clocks.png
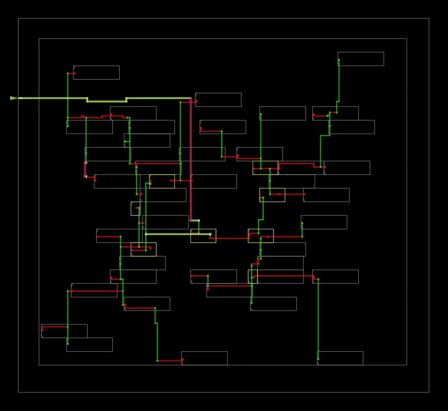
placement_by_type.png
Scale bar: 20 µm. Fill, decap, tap and diode cells in gray.
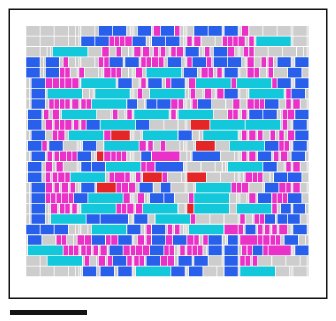
logic_types.png
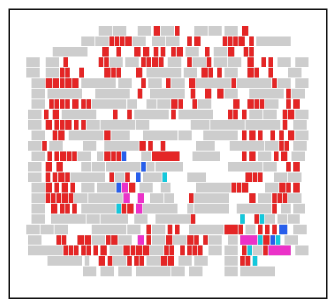
layer_met2.png
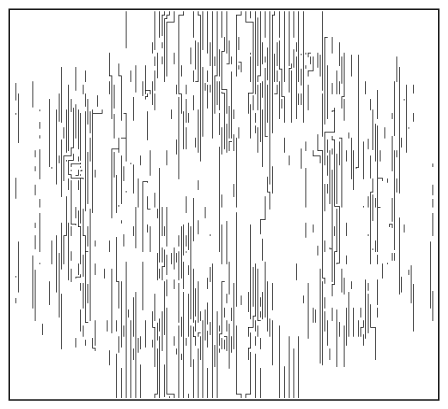
sizes.png
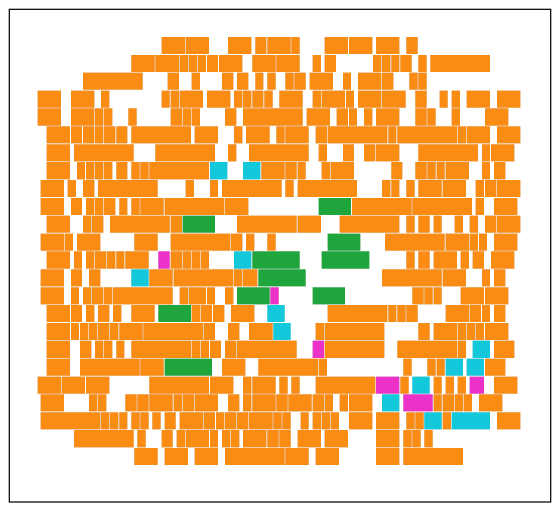
[src/rtl/noc_pkg.sv]
// Shared NoC definitions: flit layout, flit type codes and per-VC framing state.
package noc_pkg;

  localparam int FLIT_W  = 34;
  localparam int VC_ID_W = 2;

  localparam logic [1:0] FT_HEAD   = 2'b00;
  localparam logic [1:0] FT_BODY   = 2'b01;
  localparam logic [1:0] FT_TAIL   = 2'b11;
  localparam logic [1:0] FT_SINGLE = 2'b10;

  typedef enum logic {
    FS_IDLE  = 1'b0,
    FS_INPKT = 1'b1
  } frame_state_e;

  function automatic frame_state_e frame_next(input frame_state_e s, input logic [1:0] ft);
    frame_next = ((ft == FT_HEAD) || (ft == FT_BODY && s == FS_INPKT)) ? FS_INPKT : FS_IDLE;
  endfunction

  // HEAD/SINGLE are only legal between packets; BODY/TAIL only inside one.
  function automatic logic frame_err(input frame_state_e s, input logic [1:0] ft);
    if (s == FS_IDLE) frame_err = (ft == FT_BODY) || (ft == FT_TAIL);
    else              frame_err = (ft == FT_HEAD) || (ft == FT_SINGLE);
  endfunction

endpackage

[src/rtl/rr_arbiter.sv]
// Round-robin arbiter: one-hot grant starting the search at a pointer that advances past each winner.
module rr_arbiter #(
  parameter int N = 2
) (
  input  logic         clk,
  input  logic         arst,
  input  logic [N-1:0] req,
  input  logic         en,
  output logic [N-1:0] gnt
);

  logic [1:0] ptr_q, ptr_d;
  logic       found;

  // Two passes over constant indices: first [ptr..N-1], then the wrapped part [0..ptr-1].
  always_comb begin
    gnt   = '0;
    ptr_d = ptr_q;
    found = 1'b0;
    for (int v = 0; v < N; v++) begin
      if (en && !found && req[v] && (2'(v) >= ptr_q)) begin
        gnt[v] = 1'b1;
        found  = 1'b1;
        ptr_d  = 2'((v + 1) % N);
      end
    end
    for (int v = 0; v < N; v++) begin
      if (en && !found && req[v] && (2'(v) < ptr_q)) begin
        gnt[v] = 1'b1;
        found  = 1'b1;
        ptr_d  = 2'((v + 1) % N);
      end
    end
  end

  always_ff @(posedge clk or posedge arst) begin
    if (arst) ptr_q <= '0;
    else      ptr_q <= ptr_d;
  end

endmodule

[src/rtl/vc_link_tx.sv]
// Link transmitter: round-robin flit interleave of N_VC streams into one registered link stage,
// with a per-VC packet framing checker on every granted flit.
module vc_link_tx
  import noc_pkg::*;
#(
  parameter int N_VC   = 2,
  parameter int FLIT_W = 34
) (
  input  logic                   clk,
  input  logic                   arst,
  input  logic [N_VC*FLIT_W-1:0] fdata_vc_i,
  input  logic [N_VC-1:0]        valid_vc_i,
  output logic [N_VC-1:0]        ready_vc_o,
  output logic [FLIT_W-1:0]      fdata_o,
  output logic [1:0]             vc_id_o,
  output logic                   valid_o,
  input  logic [N_VC-1:0]        ready_i,
  output logic                   proto_err_o
);

  logic [FLIT_W-1:0] fdata_q, fdata_d, fdata_sel;
  logic [1:0]        vc_id_q, vc_id_d, vc_sel;
  logic              valid_q, valid_d;
  logic              err_q, err_d, err_sel;
  logic [3:0]        ready_pad;
  logic              loadable, gnt_any;
  logic [N_VC-1:0]   gnt;
  frame_state_e      fs_q [N_VC];
  frame_state_e      fs_d [N_VC];

  // Register frees up when empty or when its flit leaves on the link this cycle.
  always_comb begin
    ready_pad            = '0;
    ready_pad[N_VC-1:0]  = ready_i;
    loadable             = !valid_q || ready_pad[vc_id_q];
  end

  rr_arbiter #(.N(N_VC)) u_arb (
    .clk  (clk),
    .arst (arst),
    .req  (valid_vc_i & ready_i),
    .en   (loadable && !arst),
    .gnt  (gnt)
  );

  assign ready_vc_o = gnt;
  assign gnt_any    = |gnt;

  always_comb begin
    fdata_sel = '0;
    vc_sel    = '0;
    err_sel   = 1'b0;
    for (int v = 0; v < N_VC; v++) begin
      fs_d[v] = fs_q[v];
      if (gnt[v]) begin
        fdata_sel = fdata_vc_i[v*FLIT_W +: FLIT_W];
        vc_sel    = 2'(v);
        err_sel   = frame_err(fs_q[v], fdata_vc_i[v*FLIT_W + FLIT_W - 1 -: 2]);
        fs_d[v]   = frame_next(fs_q[v], fdata_vc_i[v*FLIT_W + FLIT_W - 1 -: 2]);
      end
    end
  end

  always_comb begin
    fdata_d = fdata_q;
    vc_id_d = vc_id_q;
    valid_d = valid_q;
    err_d   = gnt_any && err_sel;
    if (loadable) begin
      valid_d = gnt_any;
      if (gnt_any) begin
        fdata_d = fdata_sel;
        vc_id_d = vc_sel;
      end
    end
  end

  // Output stage
  always_ff @(posedge clk or posedge arst) begin
    if (arst) begin
      fdata_q <= '0;
      vc_id_q <= '0;
      valid_q <= 1'b0;
      err_q   <= 1'b0;
      for (int v = 0; v < N_VC; v++) fs_q[v] <= FS_IDLE;
    end else begin
      fdata_q <= fdata_d;
      vc_id_q <= vc_id_d;
      valid_q <= valid_d;
      err_q   <= err_d;
      for (int v = 0; v < N_VC; v++) fs_q[v] <= fs_d[v];
    end
  end

  assign fdata_o     = fdata_q;
  assign vc_id_o     = vc_id_q;
  assign valid_o     = valid_q;
  assign proto_err_o = err_q;

endmodule

[config.mk]
export PLATFORM = sky130hd
export DESIGN_NAME = vc_link_tx
export DESIGN_NICKNAME = d
export VERILOG_FILES = /design/src/rtl/noc_pkg.sv /design/src/rtl/rr_arbiter.sv /design/src/rtl/vc_link_tx.sv
export SDC_FILE = /design/constraint.sdc
export NUM_CORES = 1
export LEC_CHECK = 0
export ABC_AREA = 1
export CAP_MARGIN = 5
export CORE_ASPECT_RATIO = 0.9
export CORE_MARGIN = 4
export CORE_UTILIZATION = 44
export CTS_BUF_LIST = sky130_fd_sc_hd__clkbuf_8
export DETAILED_ROUTE_END_ITERATION = 8
export PLACE_DENSITY = 0.92
export SYNTH_ARGS = -nofsm -noshare
export SYNTH_HDL_FRONTEND = slang
export SYNTH_HIERARCHICAL = 1
export SYNTH_SLANG_ARGS = --single-unit
[constraint.sdc]
create_clock -name clk -period 2.6 [get_ports clk]
set_input_delay 0.52 -clock clk [delete_from_list [all_inputs] [get_ports clk]]
set_output_delay 0.52 -clock clk [all_outputs]
set_load 0.01 [all_outputs]
==> reports/qor.yml <==
status: "finished clean"
inv_count: 8
drive_above_1_share_pct: 6.95
worstSetupStartpointType: "input pin"
critPathMostFrequentCell: "nand2_1"
grtUsageMet3_pct: 6.34
hold_depth: 2
flop_area_mm2: 0.00100
num-fill-cells: 383
yosys.area.top_type: "dfrtp_1"
arrival_ps: 1880
combPwrFrac_pct: 44.4
synth-edff-count: 0
grt_pass1_wl_mm: 10.1
topCellsByArea: "dfrtp_1, nand2_1, nand3_1, buf_8, buf_2"
drc: 0
die_h_um: 74.8
numPortBuffers: 112
r2r-end: "fdata_o[12]$_DFFE_PP0P_"
clock_latency_ps: 280
path_clk_slew_ps: 80
ys_top_cells_by_count: "nand2_1, nand3_1, dfrtp_1"
htree_num_levels: 2
cts_buffers: 5
lay_top_count: "nand2_1"
ys_top_logic_family: "simple AND/OR/NAND/NOR gates"
relSlewSlack_pct: 47.4
synth_nets: 378
use_met1_pct: 26.1
yosysWarnings: 6
drt_iter0_drc: 99
p_switching_uw: 837
cap_violations: 0
dieArea_mm2: 0.00615
io_pins: 114
power_leader: "combinational cells"
avgSynthCellArea_um2: 7.17
crit_end: "ready_vc_o[1]"
clkPwrFrac_pct: 17.2
postSynthSeqShare_pct: 45.9
crit_type: "input pin to output port"
nClkBuffers: 6
total_power_mw: 2.41
ir_drop_mv: 0.421
yosysChipArea_mm2: 0.00218
worstPathCellList: "clkdlybuf4s50_1 -> nand2_1 -> a31oi_2 -> nand2_1 -> nor2_1 -> nor2_2 -> dlygate4sd2_1"
grt-ovfl-total: 0
yosys.cell_count.top_type: "nand2_1"
gp_congestion: 0.778
clock_area_share_pct: 2.65
fin_nets: 490
top_layer_used: "met4"
ys_sh_adder_pct: 0
synthAoiAreaFrac_pct: 2.01
-- clocks.png (at the start) --
Final Skew: 5.57 ps
CTS sink count: 40

-- placement_by_type.png (at the start) --
[blue] other buffers and delay cells | cells: 127
[cyan] flops | cells: 40
[magenta] combinational and other logic | cells: 242
[red] clock drivers and dummy loads | cells: 8
Rows: 24
core area: 0.00480 mm²
flop share of the area: 28.6%

-- logic_types.png (at the start) --
[cyan] inverters | cells: 8
[magenta] inverting AOI/OAI gates | cells: 7
[red] NAND gates | cells: 218 | where: all over the die
[blue] NOR gates | cells: 6

-- layer_met2.png (at the start) --
longest straight run: 33.1 µm
nets with wire on the layer: 370
via count: 2348
met2 usage: 36.6%
final WL: 6.40 mm

-- sizes.png (at the start) --
[green] _6 and larger | cells: 10 | share: 2.4%
[cyan] _3 and _4 cells | cells: 13 | share: 3.1%
[magenta] _2 cells | cells: 6 | share: 1.4%
[orange] _0 and _1 cells | cells: 388 | share: 93%
final instance area: 0.00350 mm²
Non-clk bufs: 127
setup ws final: 199 ps
synth-to-layout area growth: 60.4%

